### Placed cells, one colour a class

The bar under the picture is 100 um long.
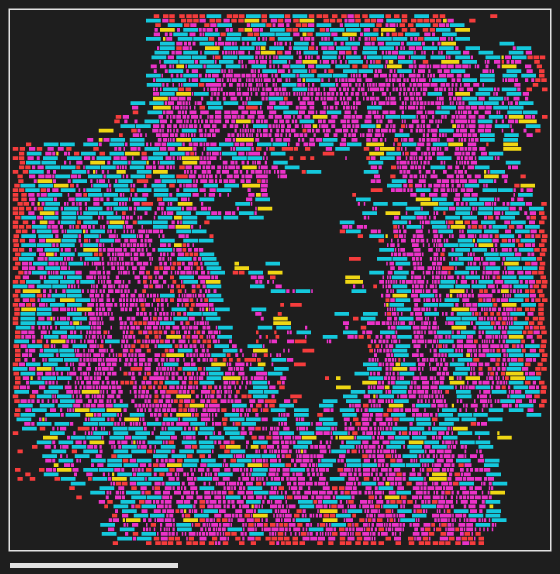
### Power grid

Pins as bars on the die edge. Tap cells in grey.
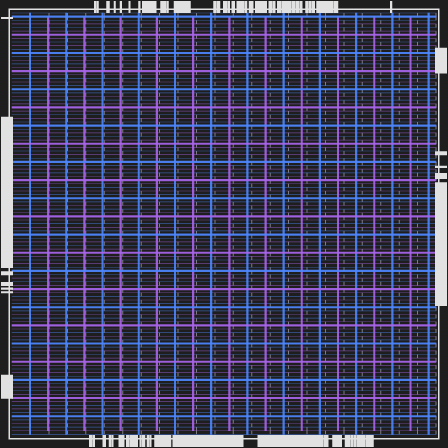
$ cat src/rtl/cmd_exec_pkg.sv
// Shared types for the command executor: FSM states, the packed command record,
// modulation type codes and interval-length helpers.
package cmd_exec_pkg;

    typedef enum logic [2:0] {
        ST_IDLE,
        ST_ARMED,
        ST_BLANK1,
        ST_PULSE,
        ST_GAP,
        ST_BLANK2,
        ST_REQ
    } exec_state_t;

    // 338 bits, start time in the top bits
    typedef struct packed {
        logic [63:0] time_start;
        logic [47:0] freq;
        logic [47:0] freq_step;
        logic [31:0] freq_rate;
        logic [15:0] n_impuls;
        logic [1:0]  imp_type;
        logic [31:0] ti;
        logic [31:0] tp;
        logic [31:0] tblank1;
        logic [31:0] tblank2;
    } cmd_t;

    localparam logic [1:0] TYPE_CW    = 2'd0;
    localparam logic [1:0] TYPE_CHIRP = 2'd1;
    localparam logic [1:0] TYPE_STEP  = 2'd2;

    function automatic logic [31:0] pulse_len(cmd_t c);
        return (c.ti == 32'd0) ? 32'd1 : c.ti;
    endfunction

    // A zero-length gap would merge impulses, so the gap is at least one cycle
    function automatic logic [31:0] gap_len(cmd_t c);
        return (c.tp > c.ti) ? (c.tp - c.ti) : 32'd1;
    endfunction

endpackage

$ cat src/rtl/cmd_executor_freq_ramp.sv
// Frequency word generator: constant, intra-impulse chirp or per-impulse step,
// all arithmetic modulo 2^48.
module freq_ramp
    import cmd_exec_pkg::*;
#(
    parameter int CNT_W = 32
) (
    input  logic        CLK,
    input  logic        rst_n,
    input  logic        start,
    input  logic        first,
    input  logic        run,
    input  logic [47:0] base,
    input  logic [47:0] step,
    input  logic [31:0] rate,
    input  logic [1:0]  mode,
    output logic [47:0] freq
);

    logic [47:0]      freq_reg;
    logic [47:0]      next_imp_reg;
    logic [CNT_W-1:0] rate_cnt_reg;
    logic [CNT_W-1:0] rate_last;
    logic [47:0]      imp_freq;

    assign rate_last = CNT_W'((rate == 32'd0) ? 32'd0 : rate - 32'd1);
    // Stepped mode walks an accumulator one STEP per impulse; other modes restart at base
    assign imp_freq  = (mode == TYPE_STEP && !first) ? next_imp_reg : base;
    assign freq      = freq_reg;

    always_ff @(posedge CLK or negedge rst_n) begin
        if (!rst_n) begin
            freq_reg     <= '0;
            next_imp_reg <= '0;
            rate_cnt_reg <= '0;
        end else if (start) begin
            freq_reg     <= imp_freq;
            next_imp_reg <= imp_freq + step;
            rate_cnt_reg <= '0;
        end else if (run && mode == TYPE_CHIRP) begin
            if (rate_cnt_reg >= rate_last) begin
                freq_reg     <= freq_reg + step;
                rate_cnt_reg <= '0;
            end else begin
                rate_cnt_reg <= rate_cnt_reg + 1'b1;
            end
        end
    end

endmodule

$ cat src/rtl/cmd_executor.sv
// Command executor: holds a command until its start time, plays the blank /
// impulse / gap sequence and then requests the next command from the writer.
module cmd_executor
    import cmd_exec_pkg::*;
#(
    parameter int REQ_LEN = 4,
    parameter int CNT_W   = 32
) (
    input  logic        CLK,
    input  logic        rst_n,
    input  logic [63:0] TIME,
    input  logic        DATA_WR,
    input  logic [47:0] FREQ_z,
    input  logic [47:0] FREQ_STEP_z,
    input  logic [31:0] FREQ_RATE_z,
    input  logic [63:0] TIME_START_z,
    input  logic [15:0] N_impuls_z,
    input  logic [1:0]  TYPE_impulse_z,
    input  logic [31:0] Interval_Ti_z,
    input  logic [31:0] Interval_Tp_z,
    input  logic [31:0] Tblank1_z,
    input  logic [31:0] Tblank2_z,
    output logic        REQ_COMM,
    output logic        IMP,
    output logic        BLANK,
    output logic [47:0] FREQ_OUT,
    output logic        FREQ_EN,
    output logic        BUSY,
    output logic        LATE_ERR,
    output logic [15:0] PULSE_CNT
);

    exec_state_t      state_reg, state_next;
    logic [CNT_W-1:0] cnt_reg, cnt_next;
    cmd_t             cmd_reg, cmd_next;
    cmd_t             shadow_reg, shadow_next;
    logic             pend_reg, pend_next;
    logic             req_load_reg, req_load_next;
    logic             late_reg, late_next;
    logic [15:0]      pulse_cnt_reg, pulse_cnt_next;
    logic             wr_prev_reg;
    logic             wr_rise;
    logic             timer_done;
    cmd_t             fields;

    assign fields = '{time_start: TIME_START_z, freq: FREQ_z, freq_step: FREQ_STEP_z,
                      freq_rate: FREQ_RATE_z, n_impuls: N_impuls_z, imp_type: TYPE_impulse_z,
                      ti: Interval_Ti_z, tp: Interval_Tp_z, tblank1: Tblank1_z,
                      tblank2: Tblank2_z};

    assign wr_rise    = DATA_WR & ~wr_prev_reg;
    assign timer_done = (cnt_reg == '0);

    // Down-counter preload for a state: its length minus one
    function automatic logic [CNT_W-1:0] reload_val(exec_state_t s, cmd_t c);
        logic [31:0] len;
        len = 32'd1;
        case (s)
            ST_BLANK1: len = c.tblank1;
            ST_PULSE:  len = pulse_len(c);
            ST_GAP:    len = gap_len(c);
            ST_BLANK2: len = c.tblank2;
            ST_REQ:    len = 32'(REQ_LEN);
            default:   len = 32'd1;
        endcase
        return CNT_W'(len - 32'd1);
    endfunction

    always_comb begin
        state_next     = state_reg;
        cnt_next       = cnt_reg;
        cmd_next       = cmd_reg;
        shadow_next    = shadow_reg;
        pend_next      = pend_reg;
        req_load_next  = req_load_reg;
        late_next      = 1'b0;
        pulse_cnt_next = pulse_cnt_reg;

        case (state_reg)
            ST_IDLE, ST_ARMED: begin
                if (wr_rise) begin
                    cmd_next   = fields;
                    late_next  = (TIME_START_z <= TIME);
                    state_next = ST_ARMED;
                end else if (state_reg == ST_ARMED && TIME >= cmd_reg.time_start) begin
                    pulse_cnt_next = '0;
                    if (cmd_reg.n_impuls == 16'd0)
                        state_next = ST_REQ;
                    else if (cmd_reg.tblank1 != 32'd0)
                        state_next = ST_BLANK1;
                    else
                        state_next = ST_PULSE;
                end
            end
            ST_BLANK1: begin
                if (timer_done)
                    state_next = ST_PULSE;
            end
            ST_PULSE: begin
                if (timer_done) begin
                    pulse_cnt_next = pulse_cnt_reg + 16'd1;
                    if ((17'(pulse_cnt_reg) + 17'd1) < {1'b0, cmd_reg.n_impuls})
                        state_next = ST_GAP;
                    else if (cmd_reg.tblank2 != 32'd0)
                        state_next = ST_BLANK2;
                    else
                        state_next = ST_REQ;
                end
            end
            ST_GAP: begin
                if (timer_done)
                    state_next = ST_PULSE;
            end
            ST_BLANK2: begin
                if (timer_done)
                    state_next = ST_REQ;
            end
            ST_REQ: begin
                if (wr_rise) begin
                    cmd_next      = fields;
                    late_next     = (TIME_START_z <= TIME);
                    req_load_next = 1'b1;
                end
                if (timer_done) begin
                    req_load_next = 1'b0;
                    if (pend_reg) begin
                        cmd_next   = shadow_reg;
                        pend_next  = 1'b0;
                        late_next  = (shadow_reg.time_start <= TIME);
                        state_next = ST_ARMED;
                    end else if (req_load_reg || wr_rise) begin
                        state_next = ST_ARMED;
                    end else begin
                        state_next = ST_IDLE;
                    end
                end
            end
            default: state_next = ST_IDLE;
        endcase

        // A command arriving mid-sequence waits in the shadow until the request phase
        if (wr_rise && (state_reg == ST_BLANK1 || state_reg == ST_PULSE ||
                        state_reg == ST_GAP || state_reg == ST_BLANK2)) begin
            shadow_next = fields;
            pend_next   = 1'b1;
        end

        if (state_next != state_reg)
            cnt_next = reload_val(state_next, cmd_reg);
        else if (!timer_done)
            cnt_next = cnt_reg - 1'b1;
    end

    always_ff @(posedge CLK or negedge rst_n) begin
        if (!rst_n) begin
            state_reg     <= ST_IDLE;
            cnt_reg       <= '0;
            cmd_reg       <= '0;
            shadow_reg    <= '0;
            pend_reg      <= 1'b0;
            req_load_reg  <= 1'b0;
            late_reg      <= 1'b0;
            pulse_cnt_reg <= '0;
            wr_prev_reg   <= 1'b0;
        end else begin
            state_reg     <= state_next;
            cnt_reg       <= cnt_next;
            cmd_reg       <= cmd_next;
            shadow_reg    <= shadow_next;
            pend_reg      <= pend_next;
            req_load_reg  <= req_load_next;
            late_reg      <= late_next;
            pulse_cnt_reg <= pulse_cnt_next;
            wr_prev_reg   <= DATA_WR;
        end
    end

    logic ramp_start, ramp_first, ramp_run;

    // The word is loaded on the edge entering PULSE so it is valid on the first IMP cycle
    assign ramp_start = (state_next == ST_PULSE) && (state_reg != ST_PULSE);
    assign ramp_first = (state_reg != ST_GAP);
    assign ramp_run   = (state_reg == ST_PULSE) && (state_next == ST_PULSE);

    freq_ramp #(
        .CNT_W (CNT_W)
    ) u_freq_ramp (
        .CLK   (CLK),
        .rst_n (rst_n),
        .start (ramp_start),
        .first (ramp_first),
        .run   (ramp_run),
        .base  (cmd_reg.freq),
        .step  (cmd_reg.freq_step),
        .rate  (cmd_reg.freq_rate),
        .mode  (cmd_reg.imp_type),
        .freq  (FREQ_OUT)
    );

    assign IMP       = (state_reg == ST_PULSE);
    assign FREQ_EN   = IMP;
    assign BLANK     = (state_reg == ST_BLANK1) || (state_reg == ST_BLANK2);
    assign REQ_COMM  = (state_reg == ST_REQ);
    assign BUSY      = (state_reg != ST_IDLE);
    assign LATE_ERR  = late_reg;
    assign PULSE_CNT = pulse_cnt_reg;

endmodule

$ cat config.mk
export PLATFORM = sky130hd
export DESIGN_NAME = cmd_executor
export DESIGN_NICKNAME = d
export VERILOG_FILES = /design/src/rtl/cmd_exec_pkg.sv /design/src/rtl/cmd_executor_freq_ramp.sv /design/src/rtl/cmd_executor.sv
export SDC_FILE = /design/constraint.sdc
export NUM_CORES = 2
export LEC_CHECK = 0
export CORE_UTILIZATION = 50
export DETAILED_ROUTE_END_ITERATION = 8
export GPL_ROUTABILITY_DRIVEN = 0
export PLACE_DENSITY = 0.8
export RECOVER_POWER = 100
export SYNTH_ARGS = -nofsm -noshare
export SYNTH_HDL_FRONTEND = slang
export SYNTH_HIERARCHICAL = 1
export SYNTH_SLANG_ARGS = --single-unit
$ cat constraint.sdc
create_clock -name CLK -period 5.64 [get_ports CLK]
set_input_delay 1.128 -clock CLK [delete_from_list [all_inputs] [get_ports CLK]]
set_output_delay 1.128 -clock CLK [all_outputs]
set_load 0.01 [all_outputs]
==> out/qor.yml <==
outcome: "complete, but fails checks"
violations: "max-capacitance violations, max-slew violations, negative setup slack"
min-delay-start: "u_freq_ramp/next_imp_reg[1]"
num_rows: 116
wl_per_cell_um: 22.1
fin_skew_ps: 32.7
peakVddDrop_mv: 0.376
rsz0062_at_grt: "yes"
crit_fanout: 8
clkTransAtPathRegs_ps: 60
finalMaxSlewViolations: 393
synth_area_um2: 50700
drc_errors: 0
hold_depth: 2
synth_top_flop_cell: "dfrtp_1"
synth_cell_type_count: 105
warnings: 55
min_period_ps: 5900
drv_cap: 4
clk_latency_ps: 680
setup_viol: 8
edf_count: 0
wl_um: 161000
final_core_util_pct: 61.6
grt_max_degree: 180
setup_slack_ps: -259
About 'Placed cells, one colour a class':
cyan -> flops  # cells 859, share of their area 36%
magenta -> combinational and other logic  # cells 4,163, share of their area 47%
yellow -> clock drivers and dummy loads  # cells 175, share of their area 5.7%
red -> other buffers and delay cells  # cells 718, share of their area 11%

About 'Power grid':
purple -> VDD
blue -> VSS
met4 straps = 23
rows = 116
tap cells = 1,357
signal pins = 475

==> timing repair <==
action,in CTS,in global routing
setup endpoints to repair,14,17
buffers inserted,5,4
hold endpoints to repair,0,0
resized,23,20
pin swaps,17,16
==> cell usage after synthesis (all sizes together), types with 52 or more instances <==
cell type,number
nand3,73
xor2,85
a21oi,601
o22ai,350
mux2,429
clkbuf,240
nor3,66
inv,222
nor2,581
xnor2,104
dfrtp,859
a21o,113
nand2,271
nand4,105
ha,370
o21ai,227
nand2b,52
nor4,52
==> worst max path at each step <==
| stage | from | depth (start not counted) | slack [ps] | endpoint |
|---|---|---|---|---|
| 6_report | PULSE_CNT[1] | 23 | -260 | cnt_reg[31] |
| 5_1_grt | PULSE_CNT[1] | 24 | -440 | cnt_reg[29] |
| 4_1_cts | PULSE_CNT[6] | 22 | 2 | cnt_reg[31] |
| 3_5_place_dp | TIME[9] | 17 | -920 | cnt_reg[28] |
| 3_3_place_gp | TIME[29] | 16 | -770 | cnt_reg[28] |
| 2_1_floorplan | TIME[59] | 16 | 20 | cnt_reg[28] |
==> through the flow <==
stage               hold WS [ps]  area [um2]  cells
global placement             461       58200   7088
floorplan                    444       50700   5312
finish                       502       61800   7304
detailed placement           477       58200   7088
CTS                          491       61700   7268
global route                 512       61800   7302
==> worst max-delay path: stages (launching register included) <==
cell and delay [ps]:
dfrtp_1 400, buf_4 170, and3_1 190, and3_1 200, buf_4 110, nand3_1 90
xnor2_1 250, ha_1 280, o21ai_0 240, a211oi_2 130, o311a_1 150, a41o_4 290
o21a_1 210, buf_6 150, o21ai_2 140, o211ai_1 150, a221o_1 390, a222oi_1 360
buf_4 200, o2111ai_4 130, or4b_4 570, or3_4 430, or4_4 420, mux2i_1 130
==> metal layers <==
layer	global-route usage, %	share of wire, %	vias to the layer above
met2	48.5	46	2146
met1	39.2	40	22000
met4	19.4	6.9	6
met3	5.78	7.3	582
li1	-	-	20500
met5	0	0.025	-
==> cell type report <==
cell class	count	area [um2]
clock inverter	57	837
clock buffer	118	2590
timing repair buffer	718	6800
fill	7967	38500
tap	1357	1700
multi-input combinational	3941	27500
antenna	32	80.1
sequential	859	21500
inverter	222	833
==> report_power, final <==
group          internal [uW]  total, uW  switching, uW
logic                   8710      19400          10700
registers               9120      11700           2620
clock network           4150       6830           2680
total                  22000      38000          16000
==> cell families after synthesis <==
| family | count (synthesis) |
|---|---|
| XOR/XNOR | 189 |
| multiplexers | 436 |
| AND-OR/OR-AND | 1575 |
| AND/OR/NAND/NOR | 1368 |
| adder cells (fa/ha/maj) | 373 |
| buffers and inverters | 512 |
| flip-flops | 859 |
